===== src/rtl/seg_scan_decoder.sv =====
// Decodes a 4-digit multiplexed, active-low 7-segment display bus.
// Each complete frame is converted from BCD to binary.
module seg_scan_decoder #(
  parameter int unsigned STABLE_CYCLES  = 16,
  parameter int unsigned TIMEOUT_CYCLES = 1048576
) (
  input  logic        fpga_clk1,
  input  logic        reset,
  input  logic        seg0,
  input  logic        seg1,
  input  logic        seg2,
  input  logic        seg3,
  input  logic        seg4,
  input  logic        seg5,
  input  logic        seg6,
  input  logic        an0,
  input  logic        an1,
  input  logic        an2,
  input  logic        an3,
  output logic [15:0] value,
  output logic        valid,
  output logic [15:0] bcd,
  output logic        err
);

  localparam int unsigned WORD_W  = 11;
  localparam int unsigned CNT_W   = $clog2(STABLE_CYCLES);
  localparam int unsigned TMR_W   = $clog2(TIMEOUT_CYCLES + 1);
  localparam int unsigned ACC_W   = 14;
  localparam logic [CNT_W-1:0] CNT_MAX = CNT_W'(STABLE_CYCLES - 1);
  localparam logic [CNT_W-1:0] CNT_HIT = CNT_W'(STABLE_CYCLES - 2);
  localparam logic [TMR_W-1:0] TMR_END = TMR_W'(TIMEOUT_CYCLES - 1);

  typedef enum logic [1:0] {
    S_COLLECT = 2'd0,
    S_CONVERT = 2'd1,
    S_DONE    = 2'd2
  } state_t;

  state_t             r_state;
  state_t             w_state_next;
  logic [WORD_W-1:0]  w_raw;
  logic [WORD_W-1:0]  r_sync1;
  logic [WORD_W-1:0]  r_sync2;
  logic [WORD_W-1:0]  r_prev;
  logic [CNT_W-1:0]   r_cnt;
  logic [TMR_W-1:0]   r_timer;
  logic [3:0]         r_mask;
  logic [3:0]         w_mask_next;
  logic [3:0]         r_slot [4];
  logic [3:0]         r_snap [4];
  logic [ACC_W-1:0]   r_acc;
  logic [ACC_W-1:0]   w_acc_next;
  logic [1:0]         r_step;
  logic [3:0]         w_an;
  logic [6:0]         w_seg;
  logic [1:0]         w_slot;
  logic               w_one_hot;
  logic [3:0]         w_dig;
  logic               w_dig_ok;
  logic               w_same;
  logic               w_accept;
  logic               w_acc_good;
  logic               w_acc_bad;
  logic               w_partial;
  logic               w_timeout;
  logic               w_snap;
  logic               w_last_step;

  assign w_raw = {an3, an2, an1, an0, seg6, seg5, seg4, seg3, seg2, seg1, seg0};

  // Two-flop input synchronisers
  always_ff @(posedge fpga_clk1 or negedge reset) begin
    if (!reset) begin
      r_sync1 <= '0;
      r_sync2 <= '0;
    end else begin
      r_sync1 <= w_raw;
      r_sync2 <= r_sync1;
    end
  end

  assign w_an  = ~r_sync2[10:7];
  assign w_seg = r_sync2[6:0];
  assign w_same = (r_sync2 == r_prev);

  always_comb begin
    w_one_hot = 1'b1;
    w_slot    = 2'd0;
    case (w_an)
      4'b0001: w_slot = 2'd0;
      4'b0010: w_slot = 2'd1;
      4'b0100: w_slot = 2'd2;
      4'b1000: w_slot = 2'd3;
      default: w_one_hot = 1'b0;
    endcase
  end

  always_comb begin
    w_dig    = 4'd0;
    w_dig_ok = 1'b1;
    case (w_seg)
      7'b1000000: w_dig = 4'd0;
      7'b1111001: w_dig = 4'd1;
      7'b0100100: w_dig = 4'd2;
      7'b0110000: w_dig = 4'd3;
      7'b0011001: w_dig = 4'd4;
      7'b0010010: w_dig = 4'd5;
      7'b0000010: w_dig = 4'd6;
      7'b1111000: w_dig = 4'd7;
      7'b0000000: w_dig = 4'd8;
      7'b0010000: w_dig = 4'd9;
      7'b1111111: w_dig = 4'd0;
      default:    w_dig_ok = 1'b0;
    endcase
  end

  // Accept fires on the cycle the counter climbs to its saturation value
  assign w_accept   = w_same && (r_cnt == CNT_HIT) && w_one_hot;
  assign w_acc_good = w_accept && w_dig_ok;
  assign w_acc_bad  = w_accept && !w_dig_ok;

  assign w_partial = (r_mask != 4'h0) && (r_mask != 4'hF);
  assign w_timeout = w_partial && (r_timer == TMR_END);

  always_ff @(posedge fpga_clk1 or negedge reset) begin
    if (!reset) begin
      r_prev  <= '0;
      r_cnt   <= '0;
      r_timer <= '0;
    end else begin
      r_prev <= r_sync2;
      if (!w_same) begin
        r_cnt <= '0;
      end else if (r_cnt != CNT_MAX) begin
        r_cnt <= r_cnt + CNT_W'(1);
      end
      if (w_timeout || (r_mask == 4'h0)) begin
        r_timer <= '0;
      end else if (w_partial) begin
        r_timer <= r_timer + TMR_W'(1);
      end
    end
  end

  // Clears apply before a fresh capture so a digit landing with a snapshot starts the next frame
  always_comb begin
    w_mask_next = r_mask;
    if (w_snap || w_timeout || w_acc_bad) begin
      w_mask_next = 4'h0;
    end
    if (w_acc_good) begin
      w_mask_next = w_mask_next | w_an;
    end
  end

  always_ff @(posedge fpga_clk1 or negedge reset) begin
    if (!reset) begin
      r_mask <= 4'h0;
      for (int i = 0; i < 4; i++) begin
        r_slot[i] <= 4'd0;
      end
    end else begin
      r_mask <= w_mask_next;
      if (w_acc_good) begin
        r_slot[w_slot] <= w_dig;
      end
    end
  end

  always_ff @(posedge fpga_clk1 or negedge reset) begin
    if (!reset) begin
      r_state <= S_COLLECT;
    end else begin
      r_state <= w_state_next;
    end
  end

  always_comb begin
    w_state_next = r_state;
    w_snap       = 1'b0;
    w_last_step  = 1'b0;
    case (r_state)
      S_COLLECT: begin
        if (r_mask == 4'hF) begin
          w_snap       = 1'b1;
          w_state_next = S_CONVERT;
        end
      end
      S_CONVERT: begin
        if (r_step == 2'd3) begin
          w_last_step  = 1'b1;
          w_state_next = S_DONE;
        end
      end
      S_DONE:  w_state_next = S_COLLECT;
      default: w_state_next = S_COLLECT;
    endcase
  end

  // acc*10 + digit, thousands first
  assign w_acc_next = (r_acc << 3) + (r_acc << 1) + {10'd0, r_snap[r_step]};

  always_ff @(posedge fpga_clk1 or negedge reset) begin
    if (!reset) begin
      r_acc  <= '0;
      r_step <= 2'd0;
      value  <= 16'd0;
      bcd    <= 16'd0;
      valid  <= 1'b0;
      err    <= 1'b0;
      for (int i = 0; i < 4; i++) begin
        r_snap[i] <= 4'd0;
      end
    end else begin
      valid <= w_last_step;
      err   <= w_acc_bad || w_timeout;
      if (w_snap) begin
        r_acc  <= '0;
        r_step <= 2'd0;
        for (int i = 0; i < 4; i++) begin
          r_snap[i] <= r_slot[i];
        end
      end else if (r_state == S_CONVERT) begin
        r_acc  <= w_acc_next;
        r_step <= r_step + 2'd1;
      end
      if (w_last_step) begin
        value <= {2'b00, w_acc_next};
        bcd   <= {r_snap[0], r_snap[1], r_snap[2], r_snap[3]};
      end
    end
  end

endmodule


===== config.mk =====
export PLATFORM = sky130hd
export DESIGN_NAME = seg_scan_decoder
export DESIGN_NICKNAME = d
export VERILOG_FILES = /design/src/rtl/seg_scan_decoder.sv
export SDC_FILE = /design/constraint.sdc
export NUM_CORES = 1
export LEC_CHECK = 0
export CORE_MARGIN = 1
export CORE_UTILIZATION = 40
export DETAILED_ROUTE_END_ITERATION = 16
export GPL_ROUTABILITY_DRIVEN = 1
export MAX_ROUTING_LAYER = met4
export SYNTH_ARGS = -nofsm -noshare
export SYNTH_HDL_FRONTEND = slang
export SYNTH_SLANG_ARGS = --single-unit

===== constraint.sdc =====
create_clock -name fpga_clk1 -period 3.25 [get_ports fpga_clk1]
set_input_delay 0.4875 -clock fpga_clk1 [delete_from_list [all_inputs] [get_ports fpga_clk1]]
set_output_delay 0.4875 -clock fpga_clk1 [all_outputs]
set_load 0.005 [all_outputs]

==> images/sizing.png <==
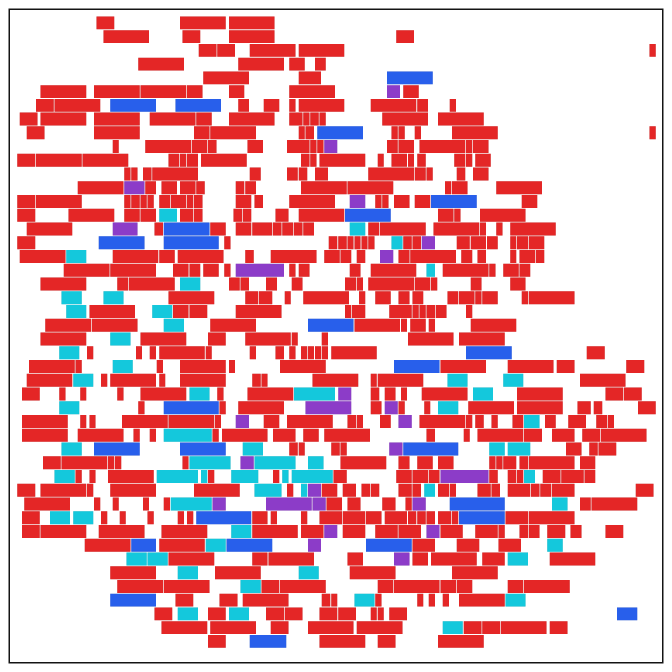
legend:
  x3 and x4:
    colour: purple
    cells: 25
    most_used: buf_4
  x1 and smaller:
    colour: red
    cells: 522
    most_used: dfrtp_1
  x2:
    colour: cyan
    cells: 59
    most_used: mux2_2
  x6 and larger:
    colour: blue
    cells: 25
    most_used: clkbuf_16

==> images/m1.png <==
Supply wires on this layer in grey.
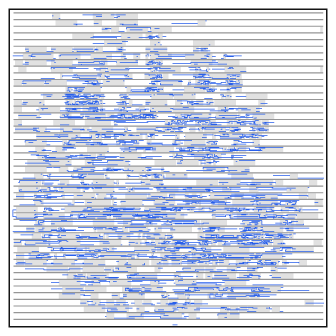
main direction: horizontal
share of all routed wire: 48%

==> images/class_map.png <==
The bar under the picture is 50 um long.
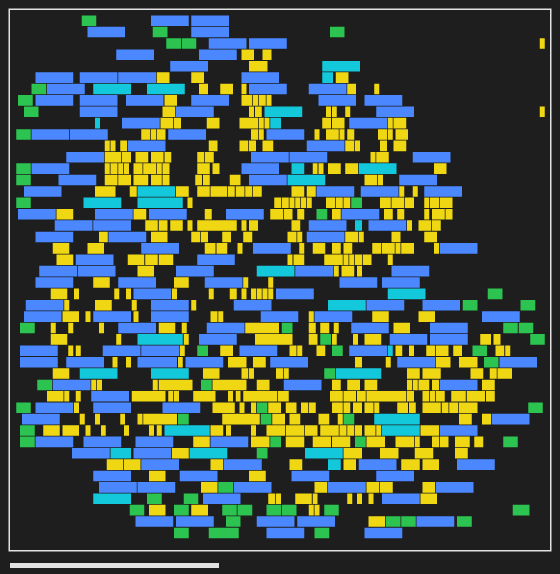
legend:
  remaining logic cells:
    colour: yellow
    cells: 398
    share_of_their_area: 37%
  registers:
    colour: blue
    cells: 143
    share_of_their_area: 47%
  clock drivers and dummy loads:
    colour: cyan
    cells: 30
    share_of_their_area: 8.3%
  remaining buffers and delay cells:
    colour: green
    cells: 60
    share_of_their_area: 7.5%

==> images/clock_wires.png <==
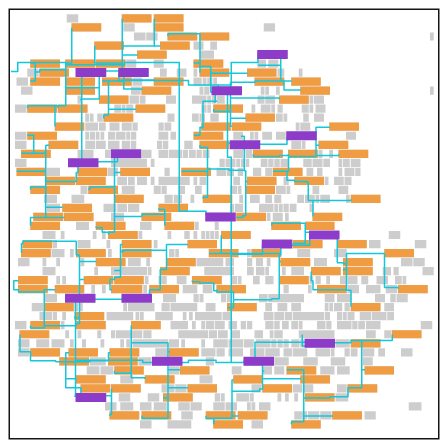
legend:
  clock-net drivers:
    colour: purple
    count: 17
  flip-flops:
    colour: orange
    count: 143
  clock wires:
    colour: cyan
    length: 1810 um
flops lie: spread over the die

==> images/clock_nets.png <==
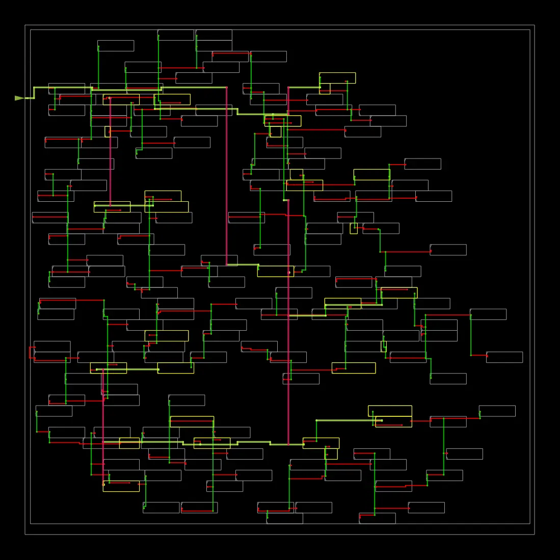
flip-flops: 143
layout clock buffer count: 20
CTS sink count: 143

==> worst max-delay path, stage by stage, from the launching register on <==
cell and delay, ps:
dfrtp_2 410, buf_4 130, mux4_2 480, ha_2 180, ha_2 170, inv_2 50
fa_2 210, nor2b_2 50, o31a_1 330, o311ai_4 370, a211oi_2 120, or3_1 330
a32o_1 260
==> sequential cells by signal, summed over array words and instances, names as in the netlist, 11 cells and up <==
signal   flops
r_timer     21
bcd         16
r_slot      16
r_snap      16
value       14
r_acc       13
r_prev      11
r_sync1     11
r_sync2     11
==> cells in the final DEF (no fill, tap or decap), drive strengths merged, types with 4 or more instances in the layout <==
cell type,netlist,layout
dfrtp,143,143
nand2,77,77
clkdlybuf4s50,0,43
nor2,37,37
mux2,34,34
ha,26,26
xnor2,24,24
clkbuf,12,20
buf,9,17
o21ai,16,16
nand4,15,15
nand3,15,15
xor2,14,14
inv,14,14
nor3,12,12
a21oi,11,11
a22o,10,10
and3,7,7
and2,6,6
or3,6,6
bufinv,0,5
nor2b,5,5
or2,5,5
mux4,4,4
nand2b,4,4
and4,4,4
nor4,4,4
a21o,4,4
a31o,4,4
a211oi,4,4
==> kinds of logic (layout without fill, tap and decap cells) <==
logic type      Yosys count  in the layout  synth area share (%)
other cells               1              2                0.0581
compound gates           71             71                  8.04
fa+ha+maj                28             28                  5.66
flops                   143            143                  55.4
buf+inv                  35            104                  2.36
mux                      41             41                  7.79
simple gates            204            204                  15.5
xor+xnor                 38             38                  5.16
==> power groups by stage <==
stage / clock (mW) / combinational (mW) / sequential, mW
3_3_place_gp: 0 / 0.0828 / 1.85
5_1_grt: 2.23 / 0.0943 / 1.83
2_1_floorplan: 0 / 0.0378 / 1.84
4_1_cts: 2.14 / 0.0859 / 1.82
3_5_place_dp: 0 / 0.0857 / 1.86
6_report: 2.10 / 0.0816 / 1.82
==> results.json <==
{
  "comb_share_pct": 35.3,
  "cp-startpoint": "r_step[0]",
  "n_all_buffers": 60,
  "final_area_um2": 7900,
  "crit_type": "reg2reg",
  "setup_tns_ps": 0,
  "final_cells": 847,
  "use_met2_pct": 26.4,
  "synthCells": 561,
  "fin_crit_sh_pct": 99.0,
  "p_total_mw": 4.00,
  "placed_area_um2": 7180,
  "grtUsageTotal_pct": 17.3,
  "status": "finished, final reports clean",
  "synth_cell_types": 57,
  "reg2reg_from": "r_step[0]",
  "p_leak_nw": 3.69,
  "min_period_ps": 3220,
  "synthArstFlopShare_pct": 100,
  "max_freq_mhz": 311,
  "ctsResizeCount": 3,
  "finalHoldViolCount": 0,
  "areaGrowthSynthToFinish_pct": 22.4,
  "setup_ws_ps": 31.7,
  "vias_per_cell": 5.19,
  "drive_gt1_share_pct": 17.3,
  "p_sw_mw": 0.795,
  "mi_logic_area_um2": 2790,
  "edf_count": 0,
  "synth.avg_cell_area_um2": 11.5,
  "whs_ps": 107,
  "gp_congestion": 0.838,
  "fin_nets": 661,
  "cts_htree_levels": 4,
  "wl_met1_mm": 6.07,
  "inverters": 14,
  "powerDensity_nw_per_um2": 507,
  "grt-ovfl-total": 0,
  "switching_share_pct": 19.9,
  "crit_required_ps": 3560,
  "fill_cells": 1390,
  "ios": 47,
  "start_kind": "flop",
  "synth_dominant_cell_count": "dfrtp_1",
  "critPathCaptureType": "flop",
  "final_util_pct": 49.9,
  "ys_ff": 143,
  "drv_slew": 0,
  "cp.arrival_ps": 3530,
  "flop_area_um2": 3580,
  "die_w_um": 129,
  "cts.clk_slew.worst_paths_ps": 60,
  "worst_pin_slew_ps": 786,
  "area_leaders": "dfrtp_1 55%, mux2_2 5.9%, ha_1 5.0%",
  "dpl_worst_slack_ps": -239,
  "sh_seq_area_pct": 45.3,
  "antenna_cells": 0,
  "top_area_share_pct": 55.4,
  "p_clk_share_pct": 52.4,
  "synth_warnings": 0,
  "met2WireLength_mm": 6.07,
  "grt_pass1_vias": 4370,
  "gr-usage-met1_pct": 21.9,
  "drv_cap": 0,
  "yosys_area_um2": 6450,
  "cts_buffer_depth": 2,
  "buffer_area_share_pct": 7.27,
  "synth.cell_area_um2": 6450,
  "die-area_um2": 16600,
  "cts-root-buf": "clkbuf_16",
  "coreArea_um2": 15800,
  "r2r_cells": 12,
  "wire_per_inst_um": 15.1,
  "max_slew_margin_pct": 47.6,
  "numPortBuffers": 44,
  "warning_count": 28
}
No activity file was given, so power comes from the tool's default toggle rates.
